===== src/rtl/imem_responder_if.sv =====
// ----------------------------------------------------------------------------
// imem_responder_if
//   Bundles the ifmap load port, the PPE request port, the PPE response port
//   and the status flags of the input-memory responder.
//
//   Load     : ld_valid / ld_ready, ld_row[4:0], ld_data[24:0]
//   Control  : start (1-cycle pulse)
//   Request  : in_valid / in_ready, in_data[32:0]
//              [32:29] dest, [28:25] opcode (PE address), [24:0] unused
//   Response : out_valid / out_ready, out_data[32:0]
//              [32:29] PE address, [28:25] opcode INPUT (1), [24:0] row bits
//   Status   : busy, done, err
//
//   master : the environment (ifmap loader, NoC port, controller)
//   slave  : the responder itself
// ----------------------------------------------------------------------------
interface imem_responder_if;
    logic        ld_valid;
    logic        ld_ready;
    logic [4:0]  ld_row;
    logic [24:0] ld_data;

    logic        start;

    logic        in_valid;
    logic        in_ready;
    logic [32:0] in_data;

    logic        out_valid;
    logic        out_ready;
    logic [32:0] out_data;

    logic        busy;
    logic        done;
    logic        err;

    modport master (
        output ld_valid, ld_row, ld_data, start, in_valid, in_data, out_ready,
        input  ld_ready, in_ready, out_valid, out_data, busy, done, err
    );

    modport slave (
        input  ld_valid, ld_row, ld_data, start, in_valid, in_data, out_ready,
        output ld_ready, in_ready, out_valid, out_data, busy, done, err
    );
endinterface


===== src/rtl/imem_responder.sv =====
// ----------------------------------------------------------------------------
// imem_responder
//   Input-memory (I_MEM) end of the PPE input-request protocol. Holds one
//   binary IFMAP_SIZE x IFMAP_SIZE ifmap. On start it pushes PPE k its first
//   row (row k), then answers every request from PPE k with that PPE's next
//   row (row k + cnt[k]) until each PPE has received OUTPUT_DIM rows.
//
//   Ports
//     clk    : clock, all logic on the rising edge
//     reset  : synchronous, active-high
//     bus    : imem_responder_if.slave (load, request, response, status)
//
//   Build option
//     IMEM_REQ_CHECK_EN : when defined, requests with a foreign dest, an
//       out-of-range PE or an exhausted PE, and loads with an out-of-range
//       row, raise the sticky err flag. When undefined, dest is not checked,
//       bad requests/loads are silently dropped and err is tied low.
// ----------------------------------------------------------------------------
module imem_responder #(
    parameter int IFMAP_SIZE  = 25,
    parameter int FILTER_SIZE = 5,
    parameter int NUM_PE      = 5,
    parameter int PE_BASE     = 5,
    parameter int IMEM_ID     = 10
) (
    input  logic            clk,
    input  logic            reset,
    imem_responder_if.slave bus
);
    localparam int OUTPUT_DIM = IFMAP_SIZE - FILTER_SIZE + 1;
    localparam int CW         = $clog2(OUTPUT_DIM + 1);
    localparam int KW         = (NUM_PE > 1) ? $clog2(NUM_PE) : 1;
    localparam int RW         = $clog2(IFMAP_SIZE);

    localparam logic [CW-1:0] CNT_MAX   = CW'(OUTPUT_DIM);
    localparam logic [CW-1:0] CNT_ONE   = CW'(1);
    localparam logic [KW-1:0] LAST_PE   = KW'(NUM_PE - 1);
    localparam logic [KW-1:0] K_ONE     = KW'(1);
    localparam logic [3:0]    PE_BASE_A = 4'(PE_BASE);
    localparam logic [4:0]    PE_END_A  = 5'(PE_BASE + NUM_PE);
    localparam logic [4:0]    ROW_LIM   = 5'(IFMAP_SIZE);
    localparam logic [3:0]    OP_INPUT  = 4'd1;

    typedef enum logic [2:0] {
        S_IDLE,
        S_INIT,
        S_SERVE,
        S_RESP,
        S_DONE
    } state_t;

    state_t                state;
    logic [IFMAP_SIZE-1:0] mem [IFMAP_SIZE];
    logic [CW-1:0]         cnt [NUM_PE];
    logic [KW-1:0]         init_k;      // PE currently being primed in INIT
    logic [KW-1:0]         cur_k;       // PE whose response is in flight

    logic [3:0]    req_op;
    logic [3:0]    req_k;
    logic          req_in_range;
    logic          req_live;
    logic [CW-1:0] req_cnt;
    logic [RW-1:0] req_row;
    logic [KW-1:0] init_k_next;
    logic [RW-1:0] init_row_next;
    logic          ld_fire;
    logic          ld_row_ok;
    logic          req_fire;
    logic          resp_fire;
    logic          start_ok;
    logic          last_resp;

    function automatic logic [32:0] make_pkt(input logic [3:0]            addr,
                                             input logic [IFMAP_SIZE-1:0] row);
        return {addr, OP_INPUT, 25'(row)};
    endfunction

    // ---------------------------------------------------------------- decode
    assign req_op       = bus.in_data[28:25];
    assign req_k        = req_op - PE_BASE_A;
    assign req_in_range = (req_op >= PE_BASE_A) && ({1'b0, req_op} < PE_END_A);

    // Row counter of the requesting PE; an out-of-range opcode reads as 0 and
    // is rejected by req_in_range anyway.
    // NOTE: every signal written in always_comb gets a default first, so no
    // path can leave it unassigned and infer a latch.
    always_comb begin
        req_cnt = '0;
        for (int k = 0; k < NUM_PE; k++) begin
            if (req_k == 4'(k)) req_cnt = cnt[k];
        end
    end

    // PE k needs ifmap rows k .. k+OUTPUT_DIM-1, so its next row is k+cnt[k].
    assign req_row = RW'(req_k) + RW'(req_cnt);

`ifdef IMEM_REQ_CHECK_EN
    logic [3:0] req_dest;
    logic       unused_payload;
    assign req_dest       = bus.in_data[32:29];
    assign req_live       = req_in_range && (req_cnt != CNT_MAX) && (req_dest == 4'(IMEM_ID));
    assign unused_payload = ^bus.in_data[24:0];
`else
    logic unused_payload;
    assign req_live       = req_in_range && (req_cnt != CNT_MAX);
    assign unused_payload = ^{bus.in_data[32:29], bus.in_data[24:0]};
`endif

    assign init_k_next   = init_k + K_ONE;
    assign init_row_next = RW'(init_k_next);

    assign ld_row_ok = bus.ld_row < ROW_LIM;
    assign ld_fire   = !reset && bus.ld_valid && bus.ld_ready;
    assign req_fire  = bus.in_valid && bus.in_ready && (state == S_SERVE);
    assign resp_fire = bus.out_valid && bus.out_ready;
    assign start_ok  = bus.start && ((state == S_IDLE) || (state == S_DONE));

    // True when the response now completing brings every PE to OUTPUT_DIM.
    always_comb begin
        last_resp = 1'b1;
        for (int k = 0; k < NUM_PE; k++) begin
            if (KW'(k) == cur_k) begin
                if (cnt[k] != CNT_MAX - CNT_ONE) last_resp = 1'b0;
            end else if (cnt[k] != CNT_MAX) begin
                last_resp = 1'b0;
            end
        end
    end

    // ---------------------------------------------------------------- ifmap
    // NOTE: the ifmap array is deliberately left out of reset: contents must
    // survive a reset, and an unreset array maps onto plain RAM/flop arrays.
    always_ff @(posedge clk) begin
        if (ld_fire && ld_row_ok) begin
            mem[bus.ld_row[RW-1:0]] <= bus.ld_data[IFMAP_SIZE-1:0];
        end
    end

    // ---------------------------------------------------------------- FSM
    // NOTE: all state and registered outputs use non-blocking assignments so
    // every register samples the pre-edge values, independent of statement order.
    always_ff @(posedge clk) begin
        if (reset) begin
            state         <= S_IDLE;
            bus.out_valid <= 1'b0;
            bus.out_data  <= '0;
            bus.in_ready  <= 1'b0;
            bus.ld_ready  <= 1'b1;
            bus.busy      <= 1'b0;
            bus.done      <= 1'b0;
            init_k        <= '0;
            cur_k         <= '0;
            for (int k = 0; k < NUM_PE; k++) cnt[k] <= '0;
`ifdef IMEM_REQ_CHECK_EN
            bus.err       <= 1'b0;
`endif
        end else begin
            if (start_ok) begin
                // New pass: clear progress and put row 0 for PE 0 on the wire.
                state         <= S_INIT;
                bus.ld_ready  <= 1'b0;
                bus.in_ready  <= 1'b0;
                bus.busy      <= 1'b1;
                bus.done      <= 1'b0;
                init_k        <= '0;
                for (int k = 0; k < NUM_PE; k++) cnt[k] <= '0;
                bus.out_valid <= 1'b1;
                bus.out_data  <= make_pkt(PE_BASE_A, mem[0]);
            end else begin
                case (state)
                    S_INIT: begin
                        if (resp_fire) begin
                            cnt[init_k] <= CNT_ONE;
                            if (init_k == LAST_PE) begin
                                state         <= S_SERVE;
                                bus.out_valid <= 1'b0;
                                bus.in_ready  <= 1'b1;
                            end else begin
                                init_k       <= init_k_next;
                                bus.out_data <= make_pkt(PE_BASE_A + 4'(init_k_next),
                                                         mem[init_row_next]);
                            end
                        end
                    end
                    S_SERVE: begin
                        if (req_fire && req_live) begin
                            state         <= S_RESP;
                            bus.in_ready  <= 1'b0;
                            bus.out_valid <= 1'b1;
                            bus.out_data  <= make_pkt(req_op, mem[req_row]);
                            cur_k         <= req_k[KW-1:0];
                        end
                    end
                    S_RESP: begin
                        if (resp_fire) begin
                            cnt[cur_k]    <= cnt[cur_k] + CNT_ONE;
                            bus.out_valid <= 1'b0;
                            if (last_resp) begin
                                state    <= S_DONE;
                                bus.done <= 1'b1;
                                bus.busy <= 1'b0;
                            end else begin
                                state        <= S_SERVE;
                                bus.in_ready <= 1'b1;
                            end
                        end
                    end
                    S_IDLE, S_DONE: begin
                    end
                    default: state <= S_IDLE;
                endcase
            end
`ifdef IMEM_REQ_CHECK_EN
            if ((ld_fire && !ld_row_ok) || (req_fire && !req_live)) bus.err <= 1'b1;
`endif
        end
    end

`ifndef IMEM_REQ_CHECK_EN
    assign bus.err = 1'b0;
`endif

endmodule


===== src/flat_wrapper.sv =====
// flat-port wrapper written by rule: the top's interface ports become plain ports
module imem_responder_flat 
#(
    parameter int IFMAP_SIZE  = 25,
    parameter int FILTER_SIZE = 5,
    parameter int NUM_PE      = 5,
    parameter int PE_BASE     = 5,
    parameter int IMEM_ID     = 10
)
  (clk, reset, bus_ld_valid, bus_ld_row, bus_ld_data, bus_start, bus_in_valid, bus_in_data, bus_out_ready, bus_ld_ready, bus_in_ready, bus_out_valid, bus_out_data, bus_busy, bus_done, bus_err);
  imem_responder_if bus_i ();
  input  logic clk;
  input  logic reset;
  input wire logic [$bits(bus_i.ld_valid)-1:0] bus_ld_valid;
  input wire logic [$bits(bus_i.ld_row)-1:0] bus_ld_row;
  input wire logic [$bits(bus_i.ld_data)-1:0] bus_ld_data;
  input wire logic [$bits(bus_i.start)-1:0] bus_start;
  input wire logic [$bits(bus_i.in_valid)-1:0] bus_in_valid;
  input wire logic [$bits(bus_i.in_data)-1:0] bus_in_data;
  input wire logic [$bits(bus_i.out_ready)-1:0] bus_out_ready;
  output wire logic [$bits(bus_i.ld_ready)-1:0] bus_ld_ready;
  output wire logic [$bits(bus_i.in_ready)-1:0] bus_in_ready;
  output wire logic [$bits(bus_i.out_valid)-1:0] bus_out_valid;
  output wire logic [$bits(bus_i.out_data)-1:0] bus_out_data;
  output wire logic [$bits(bus_i.busy)-1:0] bus_busy;
  output wire logic [$bits(bus_i.done)-1:0] bus_done;
  output wire logic [$bits(bus_i.err)-1:0] bus_err;
  assign bus_i.ld_valid = bus_ld_valid;
  assign bus_i.ld_row = bus_ld_row;
  assign bus_i.ld_data = bus_ld_data;
  assign bus_i.start = bus_start;
  assign bus_i.in_valid = bus_in_valid;
  assign bus_i.in_data = bus_in_data;
  assign bus_i.out_ready = bus_out_ready;
  assign bus_ld_ready = bus_i.ld_ready;
  assign bus_in_ready = bus_i.in_ready;
  assign bus_out_valid = bus_i.out_valid;
  assign bus_out_data = bus_i.out_data;
  assign bus_busy = bus_i.busy;
  assign bus_done = bus_i.done;
  assign bus_err = bus_i.err;
  imem_responder #(.IFMAP_SIZE(IFMAP_SIZE), .FILTER_SIZE(FILTER_SIZE), .NUM_PE(NUM_PE), .PE_BASE(PE_BASE), .IMEM_ID(IMEM_ID)) u_core (.clk(clk), .reset(reset), .bus(bus_i));
endmodule

===== config.mk =====
export PLATFORM = sky130hd
export DESIGN_NAME = imem_responder_flat
export DESIGN_NICKNAME = d
export VERILOG_FILES = /design/src/rtl/imem_responder_if.sv /design/src/rtl/imem_responder.sv /design/src/flat_wrapper.sv
export SDC_FILE = /design/constraint.sdc
export NUM_CORES = 1
export LEC_CHECK = 0
export ABC_AREA = 1
export CELL_PAD_IN_SITES_DETAIL_PLACEMENT = 0
export CELL_PAD_IN_SITES_GLOBAL_PLACEMENT = 1
export CORE_ASPECT_RATIO = 0.6
export CORE_MARGIN = 4
export CORE_UTILIZATION = 35
export CTS_BUF_LIST = sky130_fd_sc_hd__clkbuf_4 sky130_fd_sc_hd__clkbuf_8
export DETAILED_ROUTE_END_ITERATION = 12
export GPL_TIMING_DRIVEN = 0
export PLACE_DENSITY = 0.57
export SLEW_MARGIN = 20
export SYNTH_ARGS = -nofsm -noshare
export SYNTH_HDL_FRONTEND = slang
export SYNTH_SLANG_ARGS = --single-unit

===== constraint.sdc =====
create_clock -name clk -period 11.8 [get_ports clk]
set_clock_uncertainty 0.2 [all_clocks]
set_input_delay 2.36 -clock clk [delete_from_list [all_inputs] [get_ports clk]]
set_output_delay 2.36 -clock clk [all_outputs]
set_load 0.01 [all_outputs]

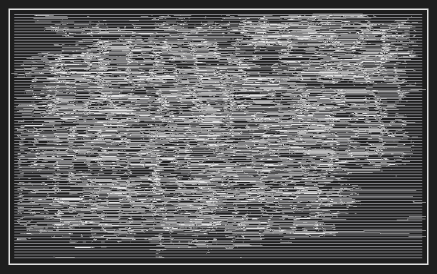
Fig. 1. Metal 1.
Supply wires on this layer in gray.
nets with wire on the layer: 2,950
wire length on this layer: 56.3 mm
Total Wirelength: 111,000 um
via count: 23,600

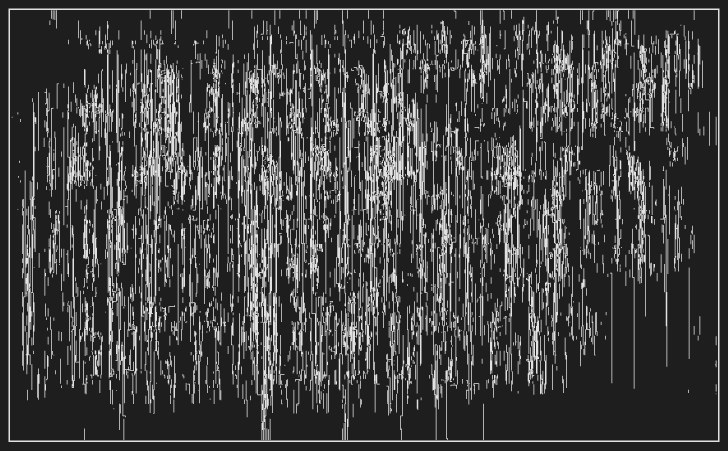
Fig. 2. The metal 2 layer.
nets with wire on the layer: 2,451
main direction: vertical
share of all routed wire: 38%
met2 Use GR: 29.5%

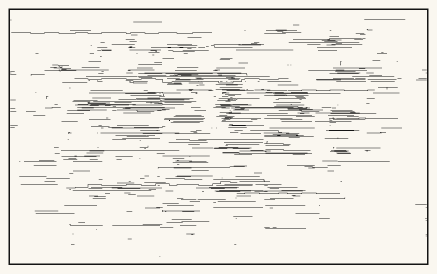
Fig. 3. The metal 3 layer.
wire length on this layer: 10,700 um
main direction: horizontal
nets with wire on the layer: 341

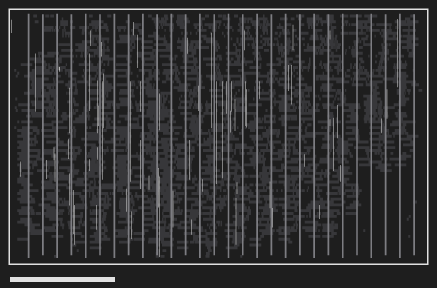
Fig. 4. Signal wires on met4.
Scale bar: 100 um. Supply wires on this layer in gray.
nets with wire on the layer: 34
share of all routed wire: 1.9%
wire length on this layer: 2,140 um
longest straight run: 97.2 um
main direction: vertical

==> flow_summary.yaml <==
# generated from flow reports
final_layout:
  logic_area_um2: 8990
  nets: 3091
  comb_area_share_pct: 24.4
  n_all_buffers: 276
  layout_top_cell: "edfxtp_1"
  fill_cells: 8495
  n_all_inverters: 320
  final_cell_area_um2: 36900
  fin_util_pct: 41.1
  largestClassByArea: "registers"
  drive_gt1_share_pct: 10.3
  syn_to_final_growth_pct: 16.4
  seq_area_um2: 20900
  final-clk-cell-share_pct: 5.81
cts:
  cts.sinks: 712
  path_clk_slew_ps: 60
  clock_latency_ps: 810
  ctsHoldBuffers: 0
  clockBufferDepth: 3
  cts-buffers-inserted: 109
worst_setup_path:
  crit_end: "u_core.bus.out_data[12]"
  critical_path.top_delay_family: "buffers and inverters"
  path_class: "in -> reg"
  r2r_slack_ps: 6120
  timing.critical_path.from: "bus_in_data[25]"
  arrival_ps: 8780
  critPathLaunchType: "input port"
  cp_slowest_cell: "clkbuf_1"
  cp-end-kind: "flip-flop"
  r2r-start: "u_core.cnt[3][0]"
  cp_num_cells: 30
power:
  p_int_uw: 4390
  power_uw: 6630
  p_seq_share_pct: 43.4
  peakVddDrop_v: 0.000103
  p_comb_share_pct: 25.0
logic_synthesis:
  top_area_cell: "edfxtp_1"
  top_cells_by_count: "665 x edfxtp_1, 312 x inv_1, 289 x nand2_1"
  top_area_share_pct: 63.0
  syn_inst: 2792
  simple_gate_area_share_pct: 9.55
  yosysMostFrequentCell: "edfxtp_1"
  async_flop_share_pct: 0
  ys_sh_xor_pct: 0.0553
  synth.distinct_cells: 50
job:
  drv_cap: 0
global_routing:
  grt_pass1_vias: 21900
  grt_pass1_wl_um: 157000
  overflow: 0
  grt_max_degree: 26
  top_usage_layer: "met1"
status:
  outcome: "complete, no violations"
placed_design:
  dp_hpwl_um: 79700
  globalplace.congestion: 0.952
  post-place-ws_ps: 2880
  port-buffer-count: 74
  dp_cells: 4115
routing:
  vias_per_cell: 5.48
  wl_per_cell_um: 25.8
  met1_length_um: 56300
final_timing:
  report.final.slew_viol_count: 0
  hold_slack_ps: 271
  finalWorstSetupSlack_ps: 3530
  final-setup-viol-count: 0
  max_slew_margin_pct: 27.3
floorplanning:
  ioPinCount: 108
  core-area_um2: 89700
  core.rowCount: 85
  die-area_um2: 95500
  fp.dieW_um: 396
  fp_util_pct: 35.3
min_path:
  min_to: "u_core.bus.ld_ready"
  hp-class: "reg -> reg"
Power is estimated from default activity; no workload was simulated.
